Design seg_scan_ctrl, sky130hd; sources not shown.
==> images/ff_map.png <==
Other sequential cells in the stronger grey, the rest of the logic in the fainter grey.
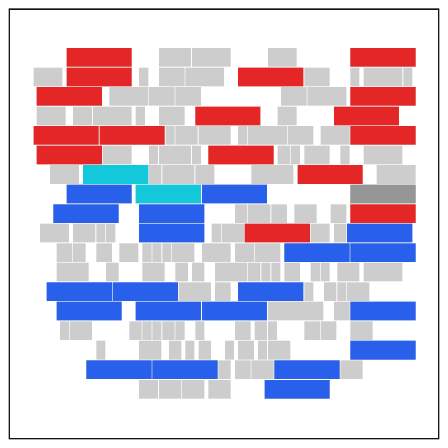
`r_shadow`: in red, flops 16. `r_presc`: in blue, flops 20. `sel_o`: in cyan, flops 2.
Another 1 sequential cells are not coloured.
Flop area: 976 um2
Seq/total area: 49.9%
Seq power: 0.384 mW
final core occ: 74.8%

==> images/clock_wires.png <==
The bar under the picture is 20 um long.
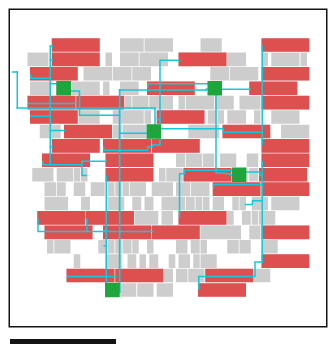
clock-net drivers: in green, count 5. flip-flops: in red, count 39. clock wires: in cyan, length 425 um.
There are 6 routed clock nets. Position of the flops: spread over the die.
clk_lat worst skew: 0.35 ns
Post-Route Skew: 0.0125 ns
Clock Power: 0.184 mW
Clk network pwr share: 32.3%

==> Slide: Implementation Results <==
Flow Results at a Glance

Finish
  • Count of non-CTS buffers in the layout: 1
  • ClkCell Share: under 10%
  • Nets: 184
  • Diode count: 0
  • Finished Layout Cells: about 190
  • Fillers: ~170
  • Dominant kind of cell: registers
  • Final Cell Area: between 1500 and 2000 um2
  • Comb area share: 43.1%
  • Layout Area Growth over Synthesis: 2.90%
  • Signal buffers share of area: 0.384%
  • Largest register FFs: 20
  • Flip-flops: 39
  • Proportion of layout cells with a drive suffix above 1: ~20%
  • Logic inverters: 11
  • Commonest Layout Cell: dfrtp_1
  • Number of clock buffers in the layout: 7
  • Logic area: 842 um2
  • Multi-input gate count: 101

Die
  • Floorplan utilization: 72.7%
  • I/O pin count: 28
  • Tap cells: 30
  • Core ar.: 2610 um2
  • Die H: 59.6 um
  • Die Area: 3560 um2
  • Die width: 59.6 um
  • Site row count: 18

Logic synthesis
  • Synthesized area per cell: approximately 12 um2
  • Register area share after synthesis: 51.4%
  • Dominant cell area share: 51.4%
  • Post-synth top area cell: dfrtp_1
  • Yosys stat chip area: 1900 um2
  • Ys flop type: dfrtp_1
  • Registers, synthesis: 39
  • Post-synth EDFFs: 0
  • Adders+Majority by Area: 3.29%
  • Post-synthesis cell count: 155
  • Mapped cell area: between 1500 and 2000 um2
  • Synth top cell by count: dfrtp_1
  • Post-synth top cells: 39 x dfrtp_1, 11 x inv_1, 11 x xnor2_1
  • Main logic family after synthesis: simple AND/OR/NAND/NOR gates
  • Complex Gates by Area: 3.10%
  • Post-Synthesis Net Count: 180
  • Yosys stat cell total: 155
  • Biggest area cells: dfrtp_1 51%, mux2_4 7.9%, xnor2_1 5.1%
  • Post-synth ARST share: 100%
  • Xor+xnor area frac: 7.84%
  • YS warnings: 0
  • Unique cell types: 31
  • Mux frac, synth: 14.2%

Power and ir drop
  • Final total power: 0.569 mW
  • Sw Share: 20.7%
  • Power Density: 291 nW/um2
  • Worst vdd ir: 0.308 mV
  • Combinational power: 0.00117 mW
  • Leakage: 0.947 nW
  • Comb pwr share: 0.2%
  • Internal power: roughly 0.45 mW
  • Top power group: sequential cells
  • NetSw: 0.118 mW

Routing
  • Met3 WL: 164 um
  • Wire per inst: ~17 um
  • Metal-1 WL: 1470 um
  • Top sig layer: met4
  • Initial DRC Count: 84
  • Routed met2 length: ~1600 um
  • DRT Pass-1 Iters: 4
  • Vias after detailed routing: 1157
  • Drt drc: 0
  • Average vias per placed instance: 6.09
  • Post-route ant nets: 0
  • Overall routed net length: 3300 um

Global routing
  • GRT overflow: 0
  • Antenna violations before repair: 0
  • Largest net degree at the start of global routing: roughly 40
  • Gr busiest metal: met2
  • Met1 Use GR: between 20% and 30%
  • Global-route wire length before repair: about 5400 um
  • Vias in the first global route: 1118
  • GR Layer Usage met2: 30.1%
  • Tot GR Track Use: 20.9%
  • Grt met3 use: 6.54%

Place
  • Placed Cells: 182
  • Port Buffers: 0
  • Area after DPL: about 1900 um2
  • Place WS: 1.40 ns
  • Dpl hpwl: about 2400 um

Clocking
  • CTS tree: done
  • CTS Sinks: 39
  • CTS Buf Count: 5
  • Worst-case clock buffer depth: 2
  • CTS Hold Buffers Added: 0
  • Post-CTS resize count: 0
  • Worst-path clk slew: 0.11 ns
  • CTS Root Cell: clkbuf_4
  • H-tree level count: 2
  • Post-CTS Setup Bufs: 0

Worst hold path
  • Hold depth: 1
  • Worst min-delay path class: reg2reg

Timing
  • Hold slack: between 0.4 and 0.5 ns
  • Max-slew violations: 0
  • Final hold vios: 0
  • Fmax: 325 MHz
  • Fin worst setup slack: 1.03 ns
  • Crit path time final: 3.07 ns
  • Slew HR: 37.2%
  • Least-Margin Pin Slew: 0.939 ns
  • Post-layout period usage: 74.9%
  • Sum of negative setup slack: 0 ns

Critical path
  • Crit path max-delay family: flip-flops
  • R2R setup slack: ~1.8 ns
  • CP bufs+invs: 1
  • CP Cell Sequence: inv_1 > ha_1 > a222oi_1 > mux2i_1
  • Slowest stage cell, crit path: dfrtp_1
  • CP max stage delay: 0.52 ns
  • Critical Path Source Type: flip-flop
  • CP Class: reg2out
  • Worst path required time: 2.87 ns
  • Critical Path Fanout Max: 4
  • Crit. path cell count: 4
  • CP Capture Type: output pin
  • Reg2Reg Depth: 4
  • Crit path arrival time: 1.84 ns

Outcome
  • Status: finished, final reports clean

Run
  • OpenROAD warning count: 29
  • # Max-Cap Violations: 0
No activity file was given, so power comes from the tool's default toggle rates.
